==> config.mk <==
export PLATFORM = sky130hd
export DESIGN_NAME = fetch_stage
export DESIGN_NICKNAME = d
export VERILOG_FILES = /design/src/rtl/fetch_pkg.sv /design/src/rtl/fetch_fifo.sv /design/src/rtl/fetch_stage.sv
export SDC_FILE = /design/constraint.sdc
export NUM_CORES = 1
export LEC_CHECK = 0
export CORE_AREA = 2 2 179 181
export DETAILED_ROUTE_END_ITERATION = 7
export DIE_AREA = 0 0 181 183
export GPL_TIMING_DRIVEN = 0
export HOLD_SLACK_MARGIN = 0.03
export PLACE_DENSITY_LB_ADDON = 0.2
export SYNTH_ARGS = -nofsm -noshare
export SYNTH_HDL_FRONTEND = slang
export SYNTH_HIERARCHICAL = 1
export SYNTH_SLANG_ARGS = --single-unit
==> constraint.sdc <==
create_clock -name clk -period 4.4 [get_ports clk]
set_input_delay 0.88 -clock clk [delete_from_list [all_inputs] [get_ports clk]]
set_output_delay 0.88 -clock clk [all_outputs]
set_load 0.01 [all_outputs]
==> src/rtl/fetch_pkg.sv <==
// rtl/fetch_pkg.sv - shared types, constants and width helper for the fetch stage
package fetch_pkg;

  localparam int FETCH_DATA_WIDTH = 32;
  localparam int FETCH_ADDR_WIDTH = 32;
  localparam int INST_BYTES       = FETCH_DATA_WIDTH / 8;

  typedef struct packed {
    logic [FETCH_ADDR_WIDTH-1:0] pc;
    logic [FETCH_DATA_WIDTH-1:0] instr;
  } fetch_entry_t;

  // Smallest r with 2**r >= value; used to size counters and pointers.
  function automatic int clog2(input int value);
    int r;
    r = 0;
    while ((1 << r) < value) r++;
    return r;
  endfunction

endpackage

==> src/rtl/fetch_fifo.sv <==
// rtl/fetch_fifo.sv - synchronous FIFO with push, pop, priority flush and occupancy count
module fetch_fifo
  import fetch_pkg::*;
#(
  parameter type T     = fetch_entry_t,
  parameter int  DEPTH = 4
) (
  input  logic                        clk,
  input  logic                        rst,
  input  logic                        flush,
  input  logic                        push,
  input  T                            push_data,
  input  logic                        pop,
  output T                            head,
  output logic [clog2(DEPTH+1)-1:0]   count
);

  localparam int CW = clog2(DEPTH + 1);
  localparam int PW = (DEPTH > 1) ? clog2(DEPTH) : 1;

  T              mem [DEPTH];
  logic [PW-1:0] wr_ptr;
  logic [PW-1:0] rd_ptr;
  logic          do_push;
  logic          do_pop;

  // Depth need not be a power of two, so pointers wrap explicitly.
  function automatic logic [PW-1:0] next_ptr(input logic [PW-1:0] p);
    return (p == PW'(DEPTH - 1)) ? '0 : p + PW'(1);
  endfunction

  assign do_push = push && (count != CW'(DEPTH));
  assign do_pop  = pop && (count != '0);
  assign head    = mem[rd_ptr];

  // Pointer and occupancy update; flush empties the queue and wins over push/pop.
  always_ff @(posedge clk or negedge rst) begin
    if (!rst) begin
      wr_ptr <= '0;
      rd_ptr <= '0;
      count  <= '0;
    end else if (flush) begin
      wr_ptr <= '0;
      rd_ptr <= '0;
      count  <= '0;
    end else begin
      if (do_push) wr_ptr <= next_ptr(wr_ptr);
      if (do_pop)  rd_ptr <= next_ptr(rd_ptr);
      count <= count + CW'(do_push) - CW'(do_pop);
    end
  end

  // Storage write; slots are only read once occupied, so no reset is needed.
  always_ff @(posedge clk) begin
    if (do_push && !flush) mem[wr_ptr] <= push_data;
  end

endmodule

==> src/rtl/fetch_stage.sv <==
// rtl/fetch_stage.sv - PC generator, memory request/response port and instruction queue toward decode
// Optional feature macro: FETCH_STAGE_PERF_EN adds perf_fetched and perf_stall counters.
module fetch_stage
  import fetch_pkg::*;
#(
  parameter int                    DATA_WIDTH      = 32,
  parameter int                    ADDR_WIDTH      = 32,
  parameter logic [ADDR_WIDTH-1:0] RESET_PC        = '0,
  parameter int                    FIFO_DEPTH      = 4,
  parameter int                    MAX_OUTSTANDING = 4
) (
  input  logic                  clk,
  input  logic                  rst,
  output logic                  req_valid,
  input  logic                  req_ready,
  output logic [ADDR_WIDTH-1:0] req_addr,
  input  logic                  rsp_valid,
  input  logic [DATA_WIDTH-1:0] rsp_data,
  input  logic                  redirect_valid,
  input  logic [ADDR_WIDTH-1:0] redirect_pc,
  output logic                  inst_valid,
  input  logic                  inst_ready,
  output logic [DATA_WIDTH-1:0] inst_data,
  output logic [ADDR_WIDTH-1:0] inst_pc
`ifdef FETCH_STAGE_PERF_EN
  ,
  output logic [31:0]           perf_fetched,
  output logic [31:0]           perf_stall
`endif
);

  localparam int                    IW   = clog2(MAX_OUTSTANDING + 1);
  localparam int                    QW   = clog2(FIFO_DEPTH + 1);
  localparam logic [ADDR_WIDTH-1:0] STEP = ADDR_WIDTH'(DATA_WIDTH / 8);

  typedef struct packed {
    logic [ADDR_WIDTH-1:0] pc;
    logic [DATA_WIDTH-1:0] instr;
  } entry_t;

  typedef logic [ADDR_WIDTH-1:0] addr_t;

  logic [ADDR_WIDTH-1:0] pc;
  logic [ADDR_WIDTH-1:0] pc_next;
  logic [IW-1:0]         inflight;
  logic [IW-1:0]         inflight_next;
  logic [IW-1:0]         drop_cnt;
  logic [IW-1:0]         drop_next;
  logic [IW-1:0]         live;
  logic [IW-1:0]         pc_q_count;
  logic [QW-1:0]         q_count;
  logic                  fire;
  logic                  rsp_ok;
  logic                  drop_hit;
  logic                  push;
  logic                  pop;
  entry_t                push_entry;
  entry_t                q_head;
  addr_t                 rsp_pc;

  assign req_addr   = pc;
  assign inst_valid = (q_count != '0);
  assign inst_data  = inst_valid ? q_head.instr : '0;
  assign inst_pc    = inst_valid ? q_head.pc : '0;
  assign push_entry = '{pc: rsp_pc, instr: rsp_data};

  // Credit check, handshakes and next values for the PC and request counters.
  always_comb begin
    live          = inflight - drop_cnt;
    req_valid     = (32'(inflight) < MAX_OUTSTANDING) &&
                    ((32'(q_count) + 32'(live)) < FIFO_DEPTH);
    fire          = req_valid && req_ready;
    rsp_ok        = rsp_valid && (inflight != '0);
    drop_hit      = rsp_ok && (drop_cnt != '0);
    push          = rsp_ok && !drop_hit && !redirect_valid;
    pop           = inst_valid && inst_ready && !redirect_valid;
    inflight_next = inflight + IW'(fire) - IW'(rsp_ok);
    drop_next     = drop_cnt - IW'(drop_hit);
    pc_next       = fire ? pc + STEP : pc;
    if (redirect_valid) begin
      // Everything still in flight after this edge, including a request
      // firing now, belongs to the old path.
      drop_next = inflight_next;
      pc_next   = redirect_pc;
    end
  end

  // Fetch state: PC, requests in flight and stale responses still to discard.
  always_ff @(posedge clk or negedge rst) begin
    if (!rst) begin
      pc       <= RESET_PC;
      inflight <= '0;
      drop_cnt <= '0;
    end else begin
      pc       <= pc_next;
      inflight <= inflight_next;
      drop_cnt <= drop_next;
    end
  end

  fetch_fifo #(
    .T     (entry_t),
    .DEPTH (FIFO_DEPTH)
  ) u_inst_q (
    .clk       (clk),
    .rst       (rst),
    .flush     (redirect_valid),
    .push      (push),
    .push_data (push_entry),
    .pop       (pop),
    .head      (q_head),
    .count     (q_count)
  );

  // Request addresses are never flushed: stale responses still consume their entry.
  fetch_fifo #(
    .T     (addr_t),
    .DEPTH (MAX_OUTSTANDING)
  ) u_pc_q (
    .clk       (clk),
    .rst       (rst),
    .flush     (1'b0),
    .push      (fire),
    .push_data (pc),
    .pop       (rsp_ok),
    .head      (rsp_pc),
    .count     (pc_q_count)
  );

`ifdef FETCH_STAGE_PERF_EN
  // Decode-side counters: delivered instructions and cycles decode waited on an empty queue.
  always_ff @(posedge clk or negedge rst) begin
    if (!rst) begin
      perf_fetched <= '0;
      perf_stall   <= '0;
    end else begin
      if (pop)                      perf_fetched <= perf_fetched + 32'd1;
      if (inst_ready && !inst_valid) perf_stall  <= perf_stall + 32'd1;
    end
  end
`endif

`ifndef SYNTHESIS
  a_rsp_without_req: assert property (@(posedge clk) disable iff (!rst)
    !(rsp_valid && (inflight == '0)))
    else $error("fetch_stage: response with no request in flight");

  a_pc_q_tracks_inflight: assert property (@(posedge clk) disable iff (!rst)
    pc_q_count == inflight)
    else $error("fetch_stage: request address queue out of step with inflight count");
`endif

endmodule

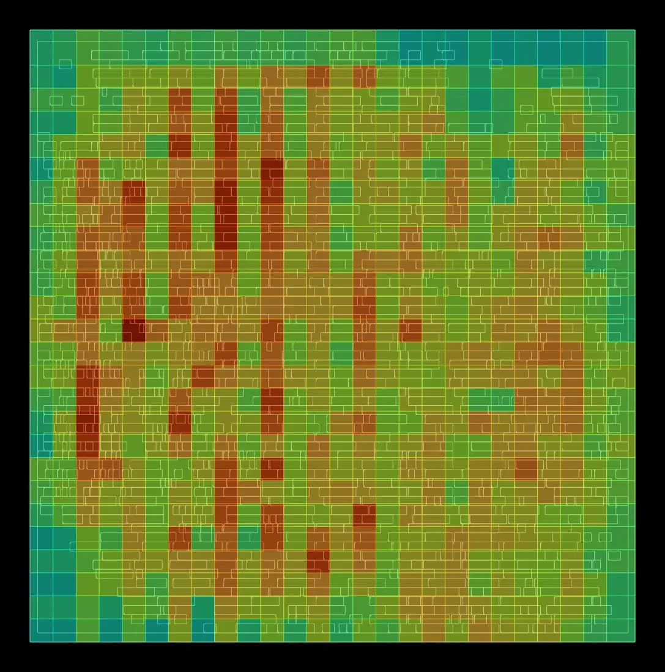
run_1/final_congestion.png
mean routed wirelength per cell: 21.53 um
Most Used Layer, Global Route: met2
M2 GR Usage: 34.91%

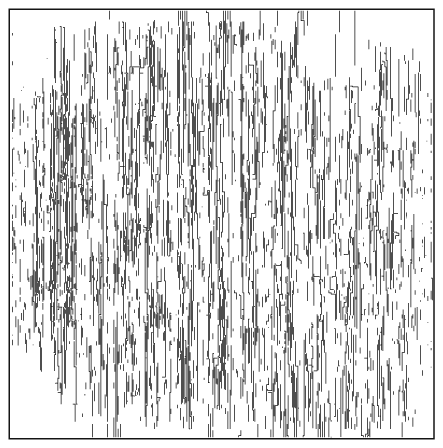
run_1/met2.png
- wire length on this layer: 16600 um
- nets with wire on the layer: 1044
total wirelength of the detailed-routed design: 33670 um
total vias in the final route: 8923

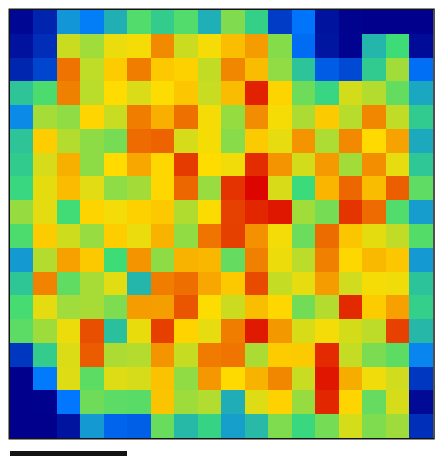
run_1/density.png
Scale bar: 50 um. 18 x 18 tiles, from dark blue (low) to red (high), 0 to 100% covered.
- emptiest ninth of the die: upper right
- mean over tiles: 63%
- densest ninth of the die: center
effective utilization at floorplan: 56.07%
final core area utilization: 68.04%
Core Region: 0.03123 mm^2

==> results.json, run 1 <==
{
  "dp_cells": 1483,
  "groute.usage.overall_pct": 21.06,
  "finalMaxSlewViolations": 0,
  "clock.latency.late_pin_ps": 550,
  "total_global_routing_overflow": 0,
  "worst_path_dominant_cell_family": "adder cells",
  "timing.max_slew.rel_slack_pct": 36.07,
  "finalWorstSetupSlack_ps": 183.7,
  "port_buffers": 166,
  "clock_net_power_mw": 3.60,
  "post_synth_instance_area_mm2": 0.01751,
  "grt_max_degree": 58,
  "xor_share_synth_pct": 1.751,
  "use_met1_pct": 29.32,
  "ys_ff": 436,
  "post_layout_nonfiller_instances": 1564,
  "worstHoldPathType": "in -> async",
  "grt_first_pass_wirelength_um": 52900,
  "crit_fanout": 3,
  "synthCells": 909,
  "power_frac_comb_pct": 15.0,
  "dpl_worst_slack_ps": 226.2,
  "routabilityCongestion": 0.7915,
  "number_of_cell_instances_after_yosys_synthesis": 909,
  "tritoncts": "built",
  "reg2reg_depth": 19,
  "ys_sh_adder_pct": 2.029,
  "synth_async_sr_flop_share_pct": 11.93,
  "worst-endpoint-arrival_ps": 3340,
  "synth_simple_gate_area_share_pct": 6.680,
  "cellPowerDensity_mw_per_mm2": 477.6,
  "number_of_global_route_vias_before_repair": 9354,
  "layout.cells.most_common": "sky130_fd_sc_hd__edfxtp_1",
  "crit_path_start_kind": "register",
  "detail-route-antenna-nets": 0,
  "timing.fmax_mhz": 237.2,
  "place.detailed.hpwl_um": 21840,
  "final.hold.worst_slack_ps": 394.2,
  "pg_comb_mw": 1.52,
  "post_synth.cell_area_avg_um2": 19.26,
  "power.share.clock_pct": 35.5,
  "setup_violations": 0,
  "power-top-group": "sequential cells",
  "critical-path-max-stage-delay_ps": 540,
  "fin_setup_tns_ps": 0,
  "die-height_um": 183,
  "final.setup_skew_ps": 23.14,
  "power.net_switching_mw": 2.415,
  "grt_antenna_before_repair": 0,
  "outcome": "completed",
  "area_growth_syn_to_fin_pct": 21.34,
  "ys_area_mm2": 0.01751,
  "ir_drop_v": 0.0003043,
  "final_layout_size_suffix_gt1_share_pct": 18.35,
  "dieArea_mm2": 0.03312,
  "power.leakage_nw": 7.081,
  "yosysWarnings": 6,
  "critPathSlowestCell": "sky130_fd_sc_hd__clkdlybuf4s50_1",
  "synth.comb.largest_family": "multiplexers",
  "sequentialPower_mw": 5.03,
  "fp_nets": 1005,
  "dr.first_iter.drc_count": 664
}
run 1: cell usage after synthesis (2+ instances only):
library cell	number	area [um^2]
sky130_fd_sc_hd__and3_1	3	18.77
sky130_fd_sc_hd__mux4_2	95	2140
sky130_fd_sc_hd__buf_2	9	45.04
sky130_fd_sc_hd__o21ai_0	16	80.08
sky130_fd_sc_hd__clkbuf_1	19	71.32
sky130_fd_sc_hd__nand2_1	43	161.4
sky130_fd_sc_hd__dfrtp_1	52	1301
sky130_fd_sc_hd__nand3_1	10	50.05
sky130_fd_sc_hd__nor2_1	19	71.32
sky130_fd_sc_hd__and2_1	73	456.7
sky130_fd_sc_hd__mux2i_1	5	50.05
sky130_fd_sc_hd__a21oi_1	3	15.01
sky130_fd_sc_hd__o31ai_1	2	15.01
sky130_fd_sc_hd__and4_1	6	52.55
sky130_fd_sc_hd__nor2b_1	3	18.77
sky130_fd_sc_hd__buf_6	9	101.4
sky130_fd_sc_hd__nor3_1	9	45.04
sky130_fd_sc_hd__buf_4	2	15.01
sky130_fd_sc_hd__xnor2_1	26	227.7
sky130_fd_sc_hd__nand4_2	3	37.54
sky130_fd_sc_hd__or3_1	4	25.02
sky130_fd_sc_hd__nand2b_1	3	18.77
sky130_fd_sc_hd__inv_1	23	86.33
sky130_fd_sc_hd__mux2_2	5	56.30
sky130_fd_sc_hd__nor3b_1	2	15.01
sky130_fd_sc_hd__nor4_2	4	50.05
sky130_fd_sc_hd__o21ai_1	14	70.07
sky130_fd_sc_hd__edfxtp_1	384	11530
sky130_fd_sc_hd__nand4_1	6	37.54
sky130_fd_sc_hd__nor4_1	5	31.28
sky130_fd_sc_hd__and3b_1	2	17.52
sky130_fd_sc_hd__ha_1	22	275.3
sky130_fd_sc_hd__xor2_1	9	78.83
sky130_fd_sc_hd__fa_1	4	80.08
run 1: registers in the layout, summed over array words and instances (netlist names):
register         count
drop_cnt             3
inflight             3
req_addr            32
u_inst_q/count       3
u_inst_q/mem       256
u_inst_q/rd_ptr      2
u_inst_q/wr_ptr      2
u_pc_q/count         3
u_pc_q/mem         128
u_pc_q/rd_ptr        2
u_pc_q/wr_ptr        2
run 1: metal layers:
| layer | share of wire [%] | vias up |
|---|---|---|
| met4 | 2.9 | 0 |
| met1 | 43 | 4541 |
| li1 | - | 4019 |
| met3 | 5.1 | 52 |
| met5 | 0 | - |
| met2 | 49 | 311 |
run 1: final cells by class:
cell class                 count  area [um^2]  share of cell area (%)
timing repair buffer         173         1814                   8.538
inverter                      24        90.09                  0.4240
antenna                        1        2.502                 0.01178
clock buffer                  58         1185                   5.576
tap                          402        503.0                   2.367
multi-input combinational    410         4372                   20.57
clock inverter                21        217.7                   1.025
buffer                        39        232.7                   1.095
sequential                   436        12830                   60.39
run 1: path summary, 6_finish.rpt:
kind,slack [ps],from,end
min in group clk,570,inflight[0],inflight[0]
hold reg to reg,570,inflight[0],inflight[0]
setup reg to reg,260,inflight[0],u_pc_q/count[2]
hold / removal,390,rst,u_pc_q/count[2]
setup / recovery,180,inflight[0],req_valid
max in group asynchronous,3420,rst,req_addr[25]
run 1: what timing repair did:
item | 4_1_cts | 5_1_grt
setup buffers | 0 | 1
hold buffers | 0 | 0
setup endpoints to repair | 0 | 1
==> run 2: changes to the inputs <==
==> constraint.sdc (replaced) <==
create_clock -name clk -period 4.4 [get_ports clk]
set_input_delay 0.88 -clock clk [delete_from_list [all_inputs] [get_ports clk]]
set_output_delay 0.88 -clock clk [all_outputs]
set_load 0.02 [all_outputs]
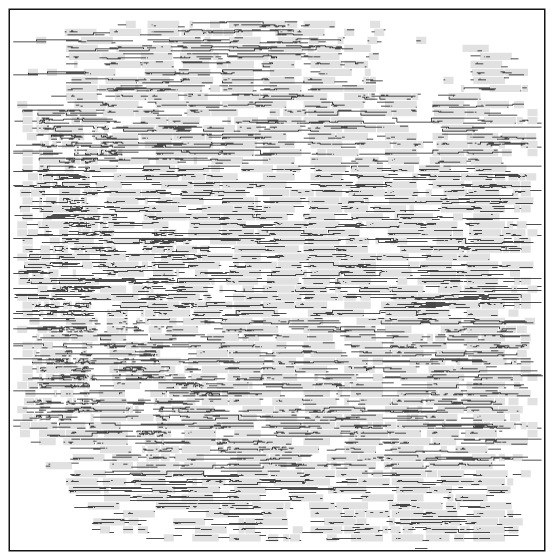
run_2/met1.png
- main direction: horizontal
- share of all routed wire: 43%
M1 GR Usage: 29.32%

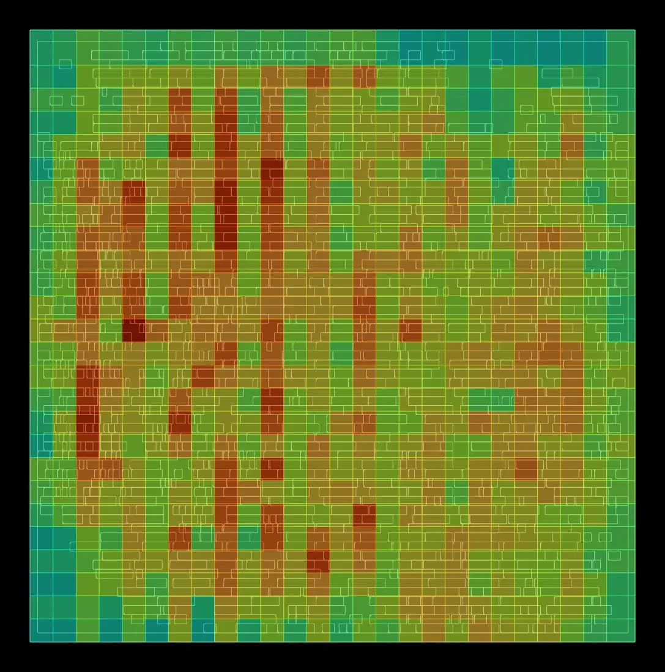
run_2/final_congestion.png
GRT met3 Usage: 2.879%
All-Layer GR Usage: 21.06%

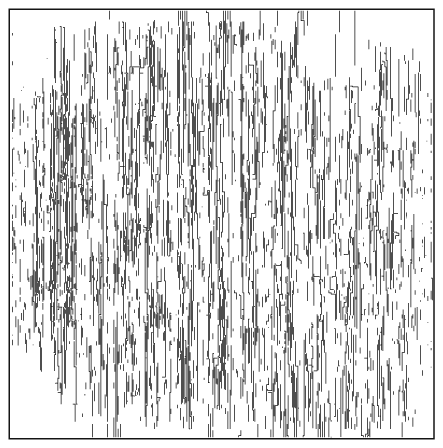
run_2/met2.png
- wire length on this layer: 16600 um
- nets with wire on the layer: 1044
- share of all routed wire: 49%

==> run 2 against run 1 <==
Sequential power about the same. Total power up 0.79%. Global-route usage unchanged. Hold slack unchanged. Fmax down 1.6%. Count of clock-buffer cells in the layout unchanged. Utilization unchanged. First-iteration DRC count unchanged. Register-to-register slack about the same. Final area unchanged. Cell count unchanged. Die area unchanged. Critical path type unchanged. Largest power group unchanged. Highest routed layer unchanged.
==> results.json, run 2 <==
{
  "power.share.clock_pct": 35.2,
  "worst-endpoint-arrival_ps": 3400,
  "port_buffers": 166,
  "finalMaxSlewViolations": 0,
  "synthCells": 909,
  "post-route-cell-area_mm2": 0.02125,
  "dieArea_mm2": 0.03312,
  "cellPowerDensity_mw_per_mm2": 481.4,
  "synth_async_sr_flop_share_pct": 11.93,
  "layout_top_cells": "384 x sky130_fd_sc_hd__edfxtp_1, 165 x sky130_fd_sc_hd__clkdlybuf4s50_1, 95 x sky130_fd_sc_hd__mux4_2",
  "initCoreUtil_pct": 56.07,
  "clk_transition_reported_paths_ps": 60,
  "crit_fanout": 3,
  "ys_ff": 436,
  "netlist.area_leader.share_pct": 65.85,
  "top_cells_by_count": "384 x sky130_fd_sc_hd__edfxtp_1, 95 x sky130_fd_sc_hd__mux4_2, 73 x sky130_fd_sc_hd__and2_1",
  "setup_violations": 0,
  "routabilityCongestion": 0.7915,
  "number_of_global_route_vias_before_repair": 9354,
  "final.setup_skew_ps": 23.14,
  "post-synth-top-count-cell": "sky130_fd_sc_hd__edfxtp_1",
  "synthMuxAreaShare_pct": 12.98,
  "largest_register_ffs": 256,
  "total_global_routing_overflow": 0,
  "vias": 8923,
  "design.portCount": 168,
  "clock_tree.buffer_depth": 3,
  "place.detailed.hpwl_um": 21840,
  "final_layout_size_suffix_gt1_share_pct": 18.35,
  "die-height_um": 183,
  "ir_drop_v": 0.0003047,
  "synth.cellmix.compoundShare_pct": 1.422,
  "post_layout_nonfiller_instances": 1564,
  "finish.net_count": 1224,
  "power.leakage_nw": 7.081,
  "area_growth_syn_to_fin_pct": 21.34,
  "detail-route-antenna-nets": 0,
  "grt_antenna_before_repair": 0,
  "core_region_mm2": 0.03123,
  "fp_nets": 1005,
  "switching_share_pct": 24.39,
  "synth.comb.largest_family": "multiplexers",
  "top_area_cell": "sky130_fd_sc_hd__edfxtp_1",
  "drtPass1Iterations": 5,
  "dr.first_iter.drc_count": 664,
  "remaining_drc_errors": 0,
  "timing.reg2reg.setup_slack_ps": 260,
  "crit_path_start_kind": "register",
  "worstSetupPathType": "reg -> out",
  "ys_area_mm2": 0.01751,
  "xor_share_synth_pct": 1.751,
  "grt_max_degree": 58,
  "tritoncts": "built",
  "layout.cells.most_common": "sky130_fd_sc_hd__edfxtp_1",
  "grt_first_pass_wirelength_um": 52900,
  "ys_top_cells_by_area": "sky130_fd_sc_hd__edfxtp_1 66%, sky130_fd_sc_hd__mux4_2 12%, sky130_fd_sc_hd__dfrtp_1 7.4%, sky130_fd_sc_hd__and2_1 2.6%, sky130_fd_sc_hd__ha_1 1.6%",
  "drt_wl_total_um": 33670,
  "yosysWarnings": 6,
  "clock.latency.late_pin_ps": 550,
  "number_of_cell_instances_after_yosys_synthesis": 909,
  "outcome": "completed",
  "largest_register": "u_inst_q/mem",
  "timing.max_slew.rel_slack_pct": 36.07,
  "power_frac_comb_pct": 15.6,
  "ys_sh_adder_pct": 2.029,
  "worstSetupEndpointType": "primary output",
  "timing.fmax_mhz": 233.4,
  "mean_routed_wirelength_per_cell_um": 21.53,
  "worst_slew_pin_slew_ps": 958.9,
  "power.net_switching_mw": 2.495,
  "post_synth.cell_area_avg_um2": 19.26,
  "worstHoldPathType": "in -> async",
  "post_synth_instance_area_mm2": 0.01751,
  "fin_crit_ps": 4284,
  "final.hold.worst_slack_ps": 394.2,
  "synth_simple_gate_area_share_pct": 6.680,
  "dp_cells": 1483,
  "fillers": 2021
}
run 2: cell counts in the layout (fill, tap and decap cells not counted):
Identical to the previous run, type by type.
run 2: worst paths after layout:
check,from,endpoint,cells after the start
worst max-delay path,inflight[0],req_valid,10
max in group asynchronous,rst,req_addr[25],2
worst min-delay path,rst,u_pc_q/count[2],1
min in group clk,inflight[0],inflight[0],1
worst min register to register,inflight[0],inflight[0],1
worst max register to register,inflight[0],u_pc_q/count[2],19
run 2: metal layers:
layer	wire length, um	global-route usage (%)
met3	1726	2.879
met4	967	7.447
met2	16650	34.91
met1	14330	29.32
met5	0	0
run 2: final cells by class:
type / instances / area, um^2 / area share (%)
Antenna cell: 1 / 2.502 / 0.01178
Clock inverter: 21 / 217.7 / 1.025
Clock buffer: 58 / 1185 / 5.576
Multi-Input combinational cell: 410 / 4372 / 20.57
Inverter: 24 / 90.09 / 0.4240
Tap cell: 402 / 503.0 / 2.367
Timing Repair Buffer: 173 / 1814 / 8.538
Sequential cell: 436 / 12830 / 60.39
Buffer: 39 / 232.7 / 1.095
run 2: power by group through the flow:
stage          sequential, mW  combinational [mW]  clock [mW]
2_1_floorplan            5.09               0.973           0
3_5_place_dp             5.11                1.59           0
6_report                 5.03                1.60        3.60
4_1_cts                  5.03                1.60        3.68
5_1_grt                  5.05                1.76        3.85
3_3_place_gp             5.11                1.53           0
run 2: cell families after synthesis:
kind of cell,after synthesis
simple gates,200
compound gates,42
fa+ha+maj,26
buf+inv,63
other cells,1
mux,106
xor+xnor,35
flops,436
run 2: worst max-delay path: stages (launching register included):
cell and delay (ps):
sky130_fd_sc_hd__dfrtp_1 400, sky130_fd_sc_hd__inv_1 60, sky130_fd_sc_hd__ha_1 130, sky130_fd_sc_hd__inv_1 50, sky130_fd_sc_hd__fa_1 360, sky130_fd_sc_hd__xor2_1 160, sky130_fd_sc_hd__xnor2_1 130, sky130_fd_sc_hd__ha_1 310
sky130_fd_sc_hd__nor4_4 420, sky130_fd_sc_hd__and2_1 220, sky130_fd_sc_hd__clkdlybuf4s50_1 610
run 2: per-stage QoR:
step | setup TNS, ps | utilization, % | setup slack [ps]
after floorplan | 0 | - | 603.0
after global placement | -329170 | 63.00 | -1152
after detailed placement | 0 | 63.52 | 226.2
after CTS | 0 | 68.01 | 64.43
after global routing | 0 | 68.03 | 6.963
final | 0 | 68.04 | 115.7
run 2: repair_timing:
action                     4_1_cts  5_1_grt
setup endpoints to repair        0        2
setup buffers                    0        1
hold buffers                     0        0
No activity file was given, so power comes from the tool's default toggle rates.
